==> config.mk <==
export PLATFORM = sky130hd
export DESIGN_NAME = mem_arbiter_flat
export DESIGN_NICKNAME = d
export VERILOG_FILES = /design/src/rtl/mem_arbiter_if.sv /design/src/rtl/mem_arbiter.sv /design/src/flat_wrapper.sv
export SDC_FILE = /design/constraint.sdc
export NUM_CORES = 1
export LEC_CHECK = 0
export CAP_MARGIN = 10
export CELL_PAD_IN_SITES_DETAIL_PLACEMENT = 2
export CELL_PAD_IN_SITES_GLOBAL_PLACEMENT = 2
export CORE_AREA = 2 2 289 291
export CTS_CLUSTER_DIAMETER = 100
export DETAILED_ROUTE_END_ITERATION = 10
export DIE_AREA = 0 0 291 293
export PLACE_DENSITY = 0.62
export SYNTH_ARGS = -nofsm -noshare
export SYNTH_HDL_FRONTEND = slang
export SYNTH_SLANG_ARGS = --single-unit
==> constraint.sdc <==
create_clock -name clock -period 41.1 [get_ports clock]
set_input_delay 8.22 -clock clock [delete_from_list [all_inputs] [get_ports clock]]
set_output_delay 8.22 -clock clock [all_outputs]
set_load 0.05 [all_outputs]
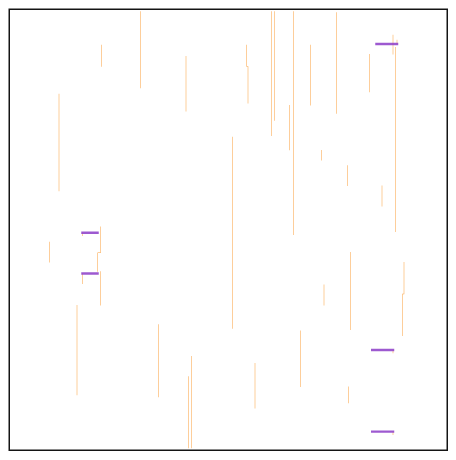
Run 1: signal wires by layer
(1.5 px per um) Only two layers are drawn.
Purple shows metal 5, wire length 61.6 um. Orange shows metal 4, wire length 1,470 um.
DR vias: 12,200
Tot GR Track Use: 14.9%

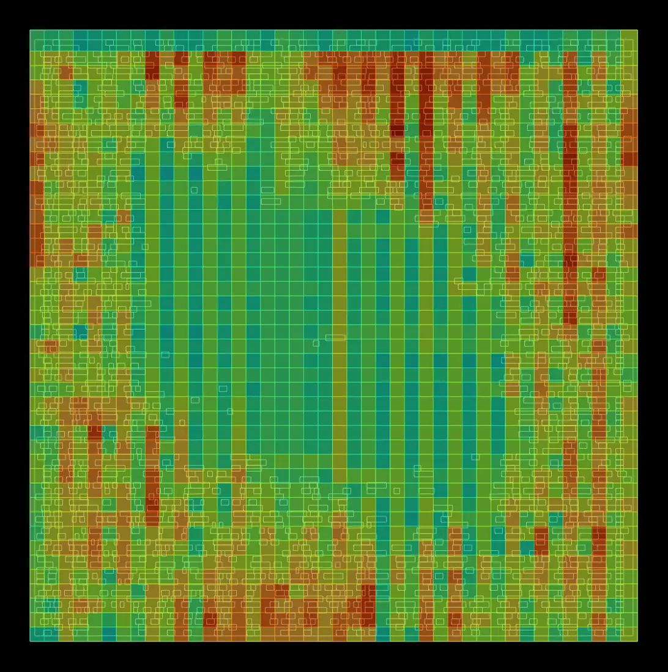
Run 1: routing congestion
global routing usage on met2: 26.9%
met1 global-route usage: 15.9%
WL/cell: 22.2 um

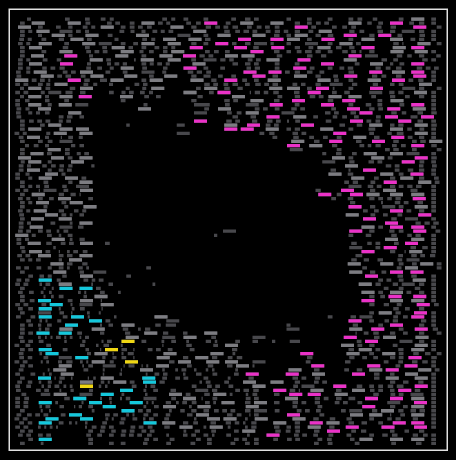
Run 1: sequential cells coloured by netlist name
(1.5 px per um)
Cyan shows `u_core.bus.mem_addr`, sequential cells 32, where lower left. Yellow shows `u_core.cnt`, sequential cells 4, where lower left. Magenta shows `u_core.bus.ic_data`, sequential cells 128.
Another 265 sequential cells are not coloured.
final core occ: 32.7%
Seq. cell area: 0.0107 mm2
Flop+latch power: 0.728 mW

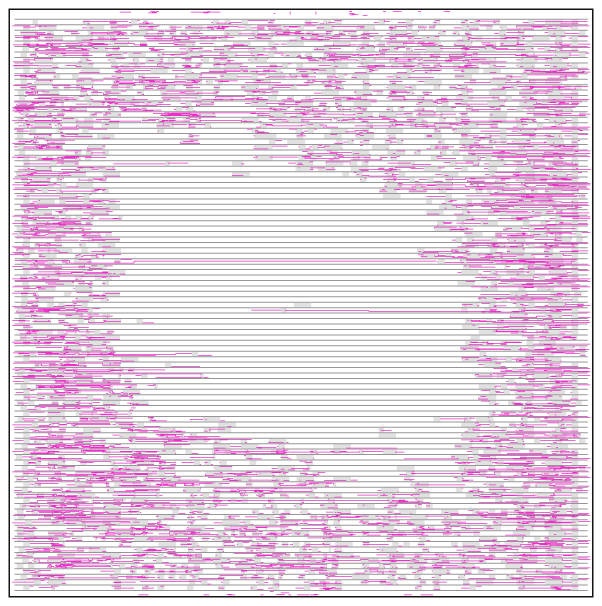
Run 1: metal 1
(2 px per um) Supply wires on this layer in grey.
The longest straight run is 151 um. 1,901 nets have wire on it. The wires run mostly horizontal.
Post-Route WL: 65,000 um

==> run summary, run 1 <==
Final #Nets -> 2,142
clk sinks -> 429
CTS Buf Count -> 52
switch share -> 47.8%
Hold Buf Count CTS -> 0
Nets at Floorplan -> 1,407
synth unique cells -> 31
CP max FO -> 86
first-pass GRT wire length -> 96,300 um
Die Y -> 293 um
Least-Margin Pin Slew -> 1140 ps
DR pass1 iterations -> 4
Yosys warning count -> 0
LEAKAGE -> 11.3 nW
Core Area -> 0.0818 mm2
hold path cells -> 1
Int Pwr -> 1.41 mW
fmax -> 95.4 MHz
final number of setup-violating endpoints -> 0
Syn Inst Count -> 1,080
Clk pwr share -> 16.7%
H-tree Lvls -> 2
area delta synth->final -> 61.9%
Tmin final -> 10,480 ps
FP Core Util -> 20.2%
worst min-delay path class -> register to register
yosys stat chip area -> 0.0165 mm2
Tool Warnings -> 33
clock tree buffer depth -> 3
# fillers -> 8,454
peak supply drop -> 0.0367 mV
Reg clk slew, reported paths -> 60 ps
Iteration-0 DRC Markers -> 349
status -> complete, no violations
Switching Power -> 1.29 mW
Worst Reg-to-Reg Cells -> 7
Hold Fails Final Rpt -> 0
Critical Path RT -> 41,560 ps
crit path kind -> primary input to register
antenna viol nets, final -> 0
sequential group share of total power -> 27.0%
Synth Seq Share -> 65.0%
largest net degree at the start of global routing -> 149
MI comb area -> 0.00539 mm2
number of remaining DRC errors -> 0
most numerous logic cell after layout -> clkdlybuf4s50_1
Worst setup EP type -> register
[run 1: synthesized netlist by cell type]
| cell | number | area (um2) |
|---|---|---|
| inv_1 | 3 | 11.3 |
| buf_1 | 2 | 7.51 |
| a21boi_0 | 1 | 7.51 |
| nand2_1 | 6 | 22.5 |
| ha_1 | 2 | 25.0 |
| or2_2 | 2 | 12.5 |
| a21o_1 | 1 | 7.51 |
| nand3_1 | 3 | 15.0 |
| nor2_1 | 5 | 18.8 |
| o21ai_0 | 36 | 180 |
| nand4b_1 | 1 | 8.76 |
| and2_1 | 1 | 6.26 |
| or4_4 | 1 | 11.3 |
| buf_6 | 14 | 158 |
| a22o_1 | 85 | 744 |
| nor3b_1 | 1 | 7.51 |
| nand2b_1 | 2 | 12.5 |
| dfrtp_1 | 429 | 10700 |
| and3_1 | 44 | 275 |
| a22oi_1 | 1 | 7.51 |
| mux2_2 | 301 | 3390 |
| mux2i_1 | 36 | 360 |
| or3b_1 | 1 | 8.76 |
| o22ai_1 | 33 | 206 |
| clkbuf_1 | 55 | 206 |
| nor3_1 | 2 | 10.0 |
| o41ai_1 | 1 | 8.76 |
| a21oi_1 | 1 | 5.00 |
| buf_2 | 8 | 40.0 |
| nor2b_1 | 1 | 6.26 |
| o21a_1 | 1 | 7.51 |
[run 1: through the flow]
| stage | util [%] | setup slack, ps | power (mW) | instance area [um2] | hold slack [ps] |
|---|---|---|---|---|---|
| 6_report | 32.7 | 30620 | 2.70 | 26700 | 501 |
| 5_1_grt | 32.7 | 30460 | 2.83 | 26700 | 510 |
| 4_1_cts | 32.7 | 30610 | 2.74 | 26700 | 506 |
| 3_5_place_dp | 30.6 | 29970 | 2.28 | 25100 | 493 |
| 3_3_place_gp | 30.6 | 30070 | 2.25 | 25100 | 487 |
| 2_1_floorplan | - | 20930 | 1.69 | 16500 | 479 |
[run 1: cell type report]
class / instances / share of cell area (%)
flip-flops and latches: 429 / 40.1
well taps: 1070 / 5.01
clock buffers: 80 / 5.67
inverters: 3 / 0.0702
multi-input cells: 569 / 20.2
clock inverters: 16 / 0.552
diodes: 6 / 0.0561
repair buffers: 760 / 28.4
[run 1: worst max-delay path: stages]
cell	delay, ps
clkdlybuf4s50_1	540
or2_2	400
a22oi_2	510
buf_4	810
mux2_2	420
[run 1: power groups by stage]
stage / Clock (mW) / Sequential [mW] / Combinational, mW
2_1_floorplan: 0 / 1.40 / 0.298
3_3_place_gp: 0 / 0.724 / 1.52
3_5_place_dp: 0 / 0.736 / 1.54
4_1_cts: 0.468 / 0.731 / 1.54
5_1_grt: 0.487 / 0.757 / 1.58
6_report: 0.451 / 0.728 / 1.52
[run 1: logic make-up after synthesis]
group | after synthesis | synth area share (%)
compound gates | 160 | 7.11
simple gates | 70 | 2.51
buf+inv | 82 | 2.56
flops | 429 | 65.0
fa+ha+maj | 2 | 0.151
mux | 337 | 22.7
[run 1: metal layers]
layer | up-vias | routed length, um | track usage (%)
li1 | 5408 | - | -
met1 | 6218 | 23700 | 15.9
met2 | 515 | 33600 | 26.9
met3 | 86 | 6200 | 6.21
met4 | 10 | 1470 | 4.17
met5 | - | 61 | 0
Run 1, the metal 4 layer:
(1.5 px per um) Supply wires on this layer in grey.
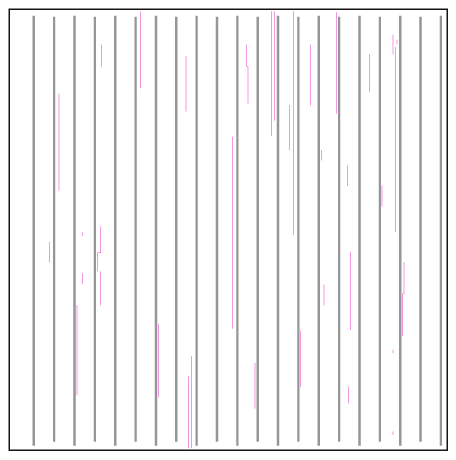

==> run 1 -> run 2 <==
Settings changed: CORE_AREA 2 2 289 291 to 2 2 290 292, DIE_AREA 0 0 291 293 to 0 0 292 294, PLACE_DENSITY 0.62 to 0.64.
Clock period 41.1 ns to 9.5 ns, I/O delays scaled along.
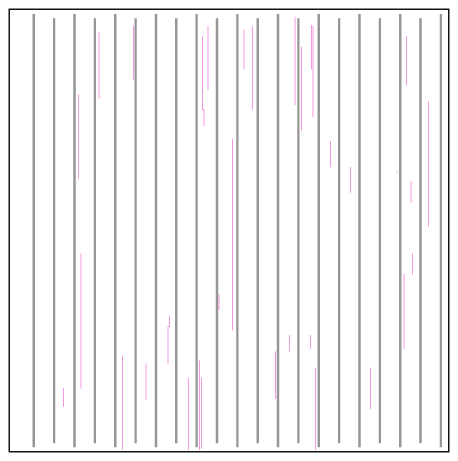
Run 2: the metal 4 layer
(1.5 px per um) Supply wires on this layer in grey.
The wires run mostly vertical. 18 nets have wire on it.
Post-Route WL: 64,300 um
DR vias: 12,300

==> run 2 against run 1 <==
Effect of this change:
- wire length fell by 1.1%
- critical path depth rose by 1
- clock-buffer cell count fell by 1
- global-route usage fell by 0.30 points
- sequential share of layout area fell by 0.30 points
- critical endpoint is now u_core.bus.mem_wdata[119]
- clock skew fell by 3.7 ps
- sequential cell count did not move
- final area rose by 0.76%
- clock power rose to 4.7 times the previous value
- synthesized cell count did not move
- sequential power rose to 4.4 times the previous value
==> run summary, run 2 <==
area delta synth->final -> 63.1%
Crit path largest cell delay -> 730 ps (-80 ps)
Top-area cell share -> 65.0% (unchanged)
clock tree buffer depth -> 3 (unchanged)
synth unique cells -> 31 (unchanged)
MI comb area -> 0.00539 mm2 (unchanged)
# fillers -> 8,643 (+2.2%)
max_slew headroom -> 32.0%
peak supply drop -> 0.147 mV (+300%)
Tmin final -> 4120 ps
crit path launch type -> primary input
FF+latch count, synth -> 429
Clk pwr share -> 17.7% (+1.0 points)
sequential group share of total power -> 26.8% (-0.2 points)
Critical Path RT -> 9960 ps (-31,600 ps)
Final #Nets -> 2,146 (+0.19%)
hold path cells -> 1 (unchanged)
Seq. cell area -> 0.0107 mm2 (unchanged)
Core Area -> 0.0829 mm2 (+1.3%)
fin worst setup slack -> 5380 ps (-25,250 ps)
chip footprint -> 0.0858 mm2
WL met2 -> 33,000 um (-1.7%)
placed insts -> 2,844
TritonCTS clock tree -> built
Synth Seq Share -> 65.0% (unchanged)
FFs w/ async S/R, synth -> 100% (unchanged)
number of remaining DRC errors -> 0 (unchanged)
yosys stat chip area -> 0.0165 mm2 (unchanged)
worst min-delay path class -> register to register
WL/cell -> 21.9 um (-1.4%)
Syn Inst Count -> 1,080 (unchanged)
postcts setup bufs -> 0
Synth top cell by count -> dfrtp_1
most used flip-flop cell -> dfrtp_1
LEAKAGE -> 11.4 nW (+0.76%)
most numerous logic cell after layout -> clkdlybuf4s50_1
Worst setup EP type -> register
M1 WL -> 23,100 um (-2.6%)
H-tree Lvls -> 2 (unchanged)
Tot GR Track Use -> 14.6% (-0.30 points)
worst slack, placed -> 4710 ps (-25,260 ps)
Crit path top cell by count -> buf_4
Reg clk slew, reported paths -> 50 ps (about the same)
RSZ-0062 raised after global routing -> no
Iteration-0 DRC Markers -> 243 (-30%)
total power -> 11.8 mW (+340%)
status -> complete, no violations
largest net degree at the start of global routing -> 159 (+6.7%)
first-pass GRT wire length -> 95,600 um (-0.66%)
Least-Margin Pin Slew -> 1020 ps (-120 ps)
critical path, cell by cell -> clkdlybuf4s50_1, or2_2, a22oi_2, buf_4, buf_4, mux2_2
Worst Reg-to-Reg Cells -> 5 (-2)
Hold Buf Count CTS -> 0 (unchanged)
FP Core Util -> 19.9% (-0.25 points)
CP max FO -> 77 (-10%)
Yosys warning count -> 0 (unchanged)
clk sinks -> 429 (unchanged)
Tool Warnings -> 33 (unchanged)
crit path kind -> primary input to register
area leader, netlist -> dfrtp_1
final number of setup-violating endpoints -> 0 (unchanged)
CTS Buf Count -> 53 (+1.9%)
EDFF count, synth -> 0 (unchanged)
DR top layer -> met5
top cells by instance count after synthesis -> dfrtp_1, mux2_2, a22o_1, clkbuf_1, and3_1
Int Pwr -> 6.27 mW (+340%)
Row Count -> 106
Die Y -> 294 um (+0.34%)
Switching Power -> 5.58 mW (+330%)
max-cap violations -> 0
metal3 WL -> 6800 um (+9.6%)
Hold Fails Final Rpt -> 0 (unchanged)
Nets at Floorplan -> 1,407 (unchanged)
fmax -> 243 MHz
antenna viol nets, final -> 0 (unchanged)
Slowest cell on crit path -> buf_4
switch share -> 47.1% (-0.66 points)
worst path arrival time -> 4590 ps
pwr/cell area -> 440 mW/mm2
DR pass1 iterations -> 4 (unchanged)
Post-synth area hogs -> dfrtp_1, mux2_2, a22o_1
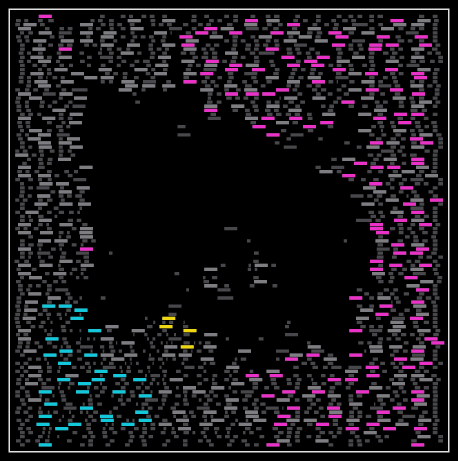
Run 2: sequential cells coloured by netlist name
(1.5 px per um)
Yellow shows `u_core.cnt`, sequential cells 4, where bottom centre. Cyan shows `u_core.bus.mem_addr`, sequential cells 32, where lower left. Magenta shows `u_core.bus.ic_data`, sequential cells 128.
fraction of area in registers: 39.8%
final core occ: 32.5%

==> run 2: netlist changes by cell type in the layout (fill, tap and decap cells not counted), moves of 2 or more <==
cell	delta
buf_4	+2
bufinv_16	+4
clkbuf_1	-7
clkbuf_8	+5
clkinv_2	-4
clkinvlp_4	+3
diode_2	-4
==> run 2: critical path, delay by kind of cell <==
family                 cells  cell delay (ps)
buffers and inverters      3             1610
muxes                      1              430
and+or+nand+nor            1              390
AOI/OAI and AO/OA          1              210
==> run 2: metrics by stage <==
step	cell area, um2	util, %	hold slack [ps]
after detailed placement	25100	30.3	491
after CTS	26900	32.5	506
after global routing	26900	32.5	507
final	26900	32.5	500
after floorplan	16500	-	479
after global placement	25100	30.3	479
==> run 2: power by group through the flow <==
stage	logic [mW]	registers (mW)	clock network (mW)
3_5_place_dp	6.64	3.21	0
6_report	6.57	3.18	2.10
5_1_grt	6.85	3.30	2.25
3_3_place_gp	6.55	3.16	0
4_1_cts	6.66	3.20	2.18
2_1_floorplan	1.29	6.04	0
==> run 2: kinds of logic after synthesis <==
group	share of synthesized area, %
AND-OR/OR-AND	7.11
adder cells (fa/ha/maj)	0.151
buffers and inverters	2.56
flip-flops	65.0
multiplexers	22.7
AND/OR/NAND/NOR	2.51
==> run 2: layout make-up <==
cell class	instances	share of cell area [%]
Antenna cell	2	0.0186
Sequential cell	429	39.8
Timing Repair Buffer	763	28.3
Tap cell	1080	5.01
Inverter	3	0.0557
Clock buffer	79	5.88
Clock inverter	17	0.929
Multi-Input combinational cell	569	20.0
==> run 2: per-layer routing <==
metal | up-vias | track usage (%)
li1 | 5411 | -
met5 | - | 0
met3 | 90 | 6.78
met2 | 521 | 26.5
met1 | 6269 | 15.2
met4 | 6 | 3.71
Power is estimated from default activity; no workload was simulated.
